io_fan.png
Drawn at 3 px/um.
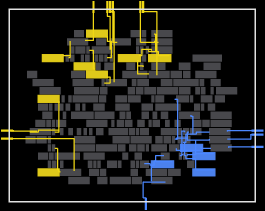
layer_met1.png
Drawn at 6 px/um. Supply wires on this layer in grey.
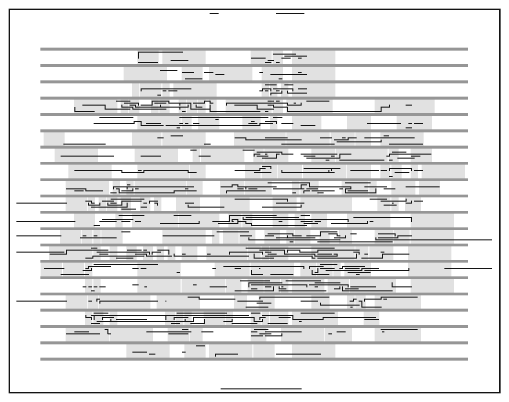
placement.png
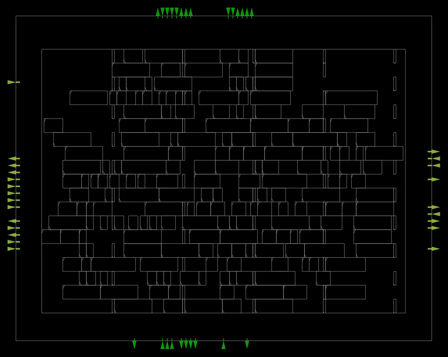
cell_density.png
Drawn at 4 px/um. 8 x 6 tiles, from dark blue (low) to red (high), 0 to 100% covered.
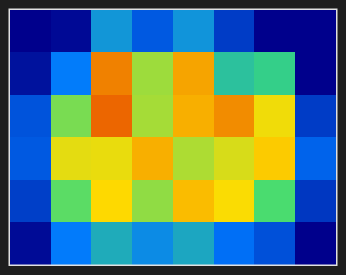
===== config.mk =====
export PLATFORM = sky130hd
export DESIGN_NAME = instr_sequencer
export DESIGN_NICKNAME = d
export VERILOG_FILES = /design/src/rtl/instr_sequencer.sv
export SDC_FILE = /design/constraint.sdc
export NUM_CORES = 1
export LEC_CHECK = 0
export CORE_ASPECT_RATIO = 0.75
export CORE_MARGIN = 5
export CORE_UTILIZATION = 30
export DETAILED_ROUTE_END_ITERATION = 10
export PLACE_DENSITY_LB_ADDON = 0.3
export SYNTH_ARGS = -nofsm -noshare
export SYNTH_HDL_FRONTEND = slang
export SYNTH_SLANG_ARGS = --single-unit

===== constraint.sdc =====
create_clock -name clk -period 1.5 [get_ports clk]
set_input_delay 0.3 -clock clk [delete_from_list [all_inputs] [get_ports clk]]
set_output_delay 0.3 -clock clk [all_outputs]
set_load 0.1 [all_outputs]

===== src/rtl/instr_sequencer.sv =====
// Fetch/decode/execute controller for a 16-word program ROM: owns the PC,
// executes jmp/br internally and handshakes all other opcodes with the datapath.
module instr_sequencer #(
  parameter int         ADDR_W = 4,
  parameter int         INST_W = 16,
  parameter logic [3:0] OP_JMP = 4'b1000,
  parameter logic [3:0] OP_BR  = 4'b1100
) (
  input  logic              clk,
  input  logic              rst,
  input  logic              run,
  input  logic              step,
  output logic [ADDR_W-1:0] rom_addr,
  input  logic [INST_W-1:0] rom_data,
  input  logic              zero_flag,
  input  logic              exec_done,
  output logic              exec_start,
  output logic [3:0]        opcode,
  output logic [2:0]        rd,
  output logic [2:0]        rs,
  output logic [7:0]        imm,
  output logic              busy,
  output logic              retire
);

  typedef enum logic [2:0] {
    S_IDLE,
    S_FETCH,
    S_DECODE,
    S_EXEC,
    S_WAIT
  } state_t;

  state_t              state, state_n;
  logic [ADDR_W-1:0]   pc, pc_n;
  logic [INST_W-1:0]   ir;
  logic                step_mode, step_mode_n;
  logic                load_ir;
  logic [ADDR_W-1:0]   target;
  logic [ADDR_W-1:0]   pc_inc;

  assign opcode   = ir[15:12];
  assign rd       = ir[11:9];
  assign rs       = ir[8:6];
  assign imm      = ir[7:0];
  assign rom_addr = pc;
  assign busy     = (state != S_IDLE);
  assign target   = ADDR_W'(ir[11:8]);
  assign pc_inc   = pc + ADDR_W'(1);

  // NOTE: every signal written here gets a default first, so no path through
  // the case statement can leave one unassigned and infer a latch.
  always_comb begin
    state_n     = state;
    pc_n        = pc;
    step_mode_n = step_mode;
    load_ir     = 1'b0;
    exec_start  = 1'b0;
    retire      = 1'b0;

    unique case (state)
      S_IDLE: begin
        if (run) begin
          state_n     = S_FETCH;
          step_mode_n = 1'b0;
        end else if (step) begin
          state_n     = S_FETCH;
          step_mode_n = 1'b1;
        end
      end
      S_FETCH: begin
        load_ir = 1'b1;
        state_n = S_DECODE;
      end
      S_DECODE: state_n = S_EXEC;
      S_EXEC: begin
        if (opcode == OP_JMP) begin
          pc_n   = target;
          retire = 1'b1;
        end else if (opcode == OP_BR) begin
          pc_n   = zero_flag ? target : pc_inc;
          retire = 1'b1;
        end else begin
          exec_start = 1'b1;
          if (exec_done) begin
            pc_n   = pc_inc;
            retire = 1'b1;
          end else begin
            state_n = S_WAIT;
          end
        end
      end
      S_WAIT: begin
        if (exec_done) begin
          pc_n   = pc_inc;
          retire = 1'b1;
        end
      end
      default: state_n = S_IDLE;
    endcase

    // Instruction boundary: a single step always parks in IDLE afterwards.
    if (retire) begin
      step_mode_n = 1'b0;
      state_n     = (step_mode || !run) ? S_IDLE : S_FETCH;
    end
  end

  // NOTE: sequential state uses non-blocking assignments so every register
  // samples the pre-edge values regardless of statement order.
  always_ff @(posedge clk) begin
    if (rst) begin
      state     <= S_IDLE;
      pc        <= '0;
      ir        <= '0;
      step_mode <= 1'b0;
    end else begin
      state     <= state_n;
      pc        <= pc_n;
      step_mode <= step_mode_n;
      if (load_ir) ir <= rom_data;
    end
  end

endmodule


==> impl_metrics.py <==
# Generated from Yosys and OpenROAD reports
metrics = {
    "pwr": {
        "power_density_nw_per_um2": 937,
        "pwr-share-comb_pct": 45.3,
        "p_sw_mw": 0.824,
        "clkPwrFrac_pct": 18.7,
        "p_int_mw": 1.25,
        "p_sw_share_pct": 39.7,
        "peakVddDrop_v": 0.000669,
        "pg_seq_mw": 0.748,
        "powerComb_mw": 0.939,
        "pg_clk_mw": 0.387,
        "total_power_mw": 2.07,
        "power_frac_seq_pct": 36.1,
        "leakagePower_nw": 0.885,
    },
    "sta": {
        "fin_setup_tns_ns": -0.611,
        "fmax_mhz": 565,
        "fin_crit_ns": 1.77,
        "worst_pin_slew_ns": 0.308,
        "finalSetupViolCount": 6,
        "hold_viol_final": 0,
        "finClkSkew_ns": 0.00500,
        "rsz0062_at_grt": "yes",
        "period_used_pct": 118,
        "hold_ws_ns": 0.472,
        "setup_slack_ns": -0.271,
        "max_slew_margin_pct": 79.3,
    },
    "routing": {
        "drt_iter0_drc": 55,
        "met3_length_um": 241,
        "dr.max_layer_used": "met4",
        "vias": 1155,
        "wl_met2_um": 1660,
        "wire_per_inst_um": 13.7,
        "vias_per_cell": 4.62,
        "remaining_drc_errors": 0,
        "drt-total-wl_um": 3430,
        "dr.pass1.iters": 4,
        "wl_met1_um": 1500,
        "drtAntennaViolNets": 0,
    },
    "synth": {
        "ys_warn_count": 0,
        "ys.flops": 24,
        "logic_family": "simple AND/OR/NAND/NOR gates",
        "ys_cells": 136,
        "synth_chip_area_um2": 1150,
        "fp_nets": 159,
        "simple_gate_area_share_pct": 27.6,
        "area_leaders": "dfxtp_1 42%, nand2_1 11%, a21oi_1 7.8%, xnor2_1 2.3%, nor3_1 2.2%",
        "yosysTopAreaCell": "dfxtp_1",
        "async_flop_share_pct": 0,
        "ys_dominant_reg_cell": "dfxtp_1",
        "ys_seq_share_pct": 41.7,
        "syn_inst": 136,
        "synth_cell_types": 38,
        "synth.avg_cell_area_um2": 8.46,
        "synth_top_area_share_pct": 41.7,
        "synthMuxAreaShare_pct": 0,
        "enable_flop_cells": 0,
        "common_cells": "34 x nand2_1, 24 x dfxtp_1, 18 x a21oi_1, 5 x inv_1, 5 x nor3_1",
        "synth.most_common_cell": "nand2_1",
        "xor_area_share_pct": 2.28,
        "synthAoiAreaFrac_pct": 18.8,
        "mappedNetlistArea_um2": 1150,
    },
    "run": {
        "tool_warnings": 29,
        "maxCapViolCount": 0,
    },
    "grt": {
        "grt_max_degree": 17,
        "met1_usage_pct": 16.9,
        "overflow": 0,
        "grt_pass1_wl_um": 5620,
        "grt_use_met2_pct": 22.3,
    },
    "clocking": {
        "cts_hold_buf": 0,
        "cts_root_buf": "clkbuf_8",
        "worstSkewPairLatency_ns": 0.27,
        "cts_buffers": 3,
        "post_cts_buffers": 2,
        "cts-resized-gates": 7,
        "clk_pin_slew_ns": 0.08,
        "htreeDepth": 1,
        "cts_tree": "done",
        "clk_path_buf_depth": 2,
        "cts_sinks": 24,
    },
    "layout": {
        "fin_area_um2": 2210,
        "lay_top_count": "nand2_1",
        "n_all_buffers": 69,
        "regMostFlops": "ir",
        "buffer_area_share_pct": 40.8,
        "antenna_cells": 0,
        "clock_buffers": 3,
        "n_all_inverters": 5,
        "ff_latch_area_um2": 512,
        "instances_no_fill": 250,
        "fin_util_pct": 60.1,
        "comb_share_pct": 30.2,
        "seq_share_pct": 23.1,
        "clk_share_pct": 2.03,
        "nNetsFinal": 222,
        "area_growth_syn_to_layout_pct": 92.4,
        "most-common-layout-cells": "34 x nand2_1, 25 x buf_12, 20 x clkdlybuf4s50_1",
        "largest_class": "non-clock buffers",
        "comb_area_um2": 669,
        "largest_reg_flops": 16,
        "drive_gt1_share_pct": 41.9,
    },
    "placement": {
        "gp_congestion": 0.782,
        "dpl.hpwl_um": 2590,
        "dp.cells": 240,
        "dp_slack_ns": -0.390,
        "portBuffers": 46,
    },
    "floorplan": {
        "rows": 19,
        "ioPinCount": 47,
        "initial_utilization_pct": 31.2,
        "dieWidth_um": 81.5,
        "tapCellCount": 52,
        "die_area_um2": 5190,
        "die_y_um": 63.6,
    },
    "setup_path": {
        "worstPathRequired_ns": 1.20,
        "reg2reg_from": "ir[12]$_SDFFE_PP0P_",
        "cp.arrival_ns": 1.47,
        "startpoint": "ir[12]$_SDFFE_PP0P_",
        "cp-endpoint": "retire",
        "cp-end-kind": "output pin",
        "rrSetupSlack_ns": -0.11,
        "path_buffers": 2,
        "critical_path.max_stage_delay_ns": 0.37,
        "reg2reg_to": "rom_addr[0]$_SDFFE_PP0N_",
        "worst-path-max-fanout": 2,
        "worst-path-stages": 4,
        "start_kind": "flip-flop",
        "reg2regPathDepth": 8,
        "path_cells": "or3b_4 > o211ai_1 > buf_4 > buf_12",
        "critPathTopFamily": "simple AND/OR/NAND/NOR gates",
        "worst-setup-path-type": "flip-flop to output pin",
    },
    "hold_path": {
        "hp-start": "exec_done",
        "hold_depth": 2,
        "min_to": "state[2]$_SDFFE_PP0P_",
        "hp-class": "input port to flip-flop",
    },
    "outcome": {
        "violations": "negative setup slack",
        "status": "finished, violations left",
    },
}
## Picture notes: io_fan.png
Yellow marks imm, direction output, edge 6 top, 2 left, end cells 8, buffers 8, wire 241 um. Blue marks rom_addr, direction output, edge 3 right, 1 bottom, end cells 4, buffers 4, wire 168 um.

## Picture notes: layer_met1.png
The layer holds 44% of the routed length. The wires run mostly horizontal. The layer carries 1500 um of wire. The longest straight run is 26.2 um. 194 nets have wire on it.

## Picture notes: placement.png
core box area: 3680 um^2
fillers: 310
flop count: 24

## Picture notes: cell_density.png
The densest ninth of the die: middle. The fullest tile reaches 88%. The mean over all tiles is 41%. 19% of the tiles are over 75% full. 13% of the tiles are nearly empty. The emptiest ninth of the die: top right.

No activity file was given, so power comes from the tool's default toggle rates.
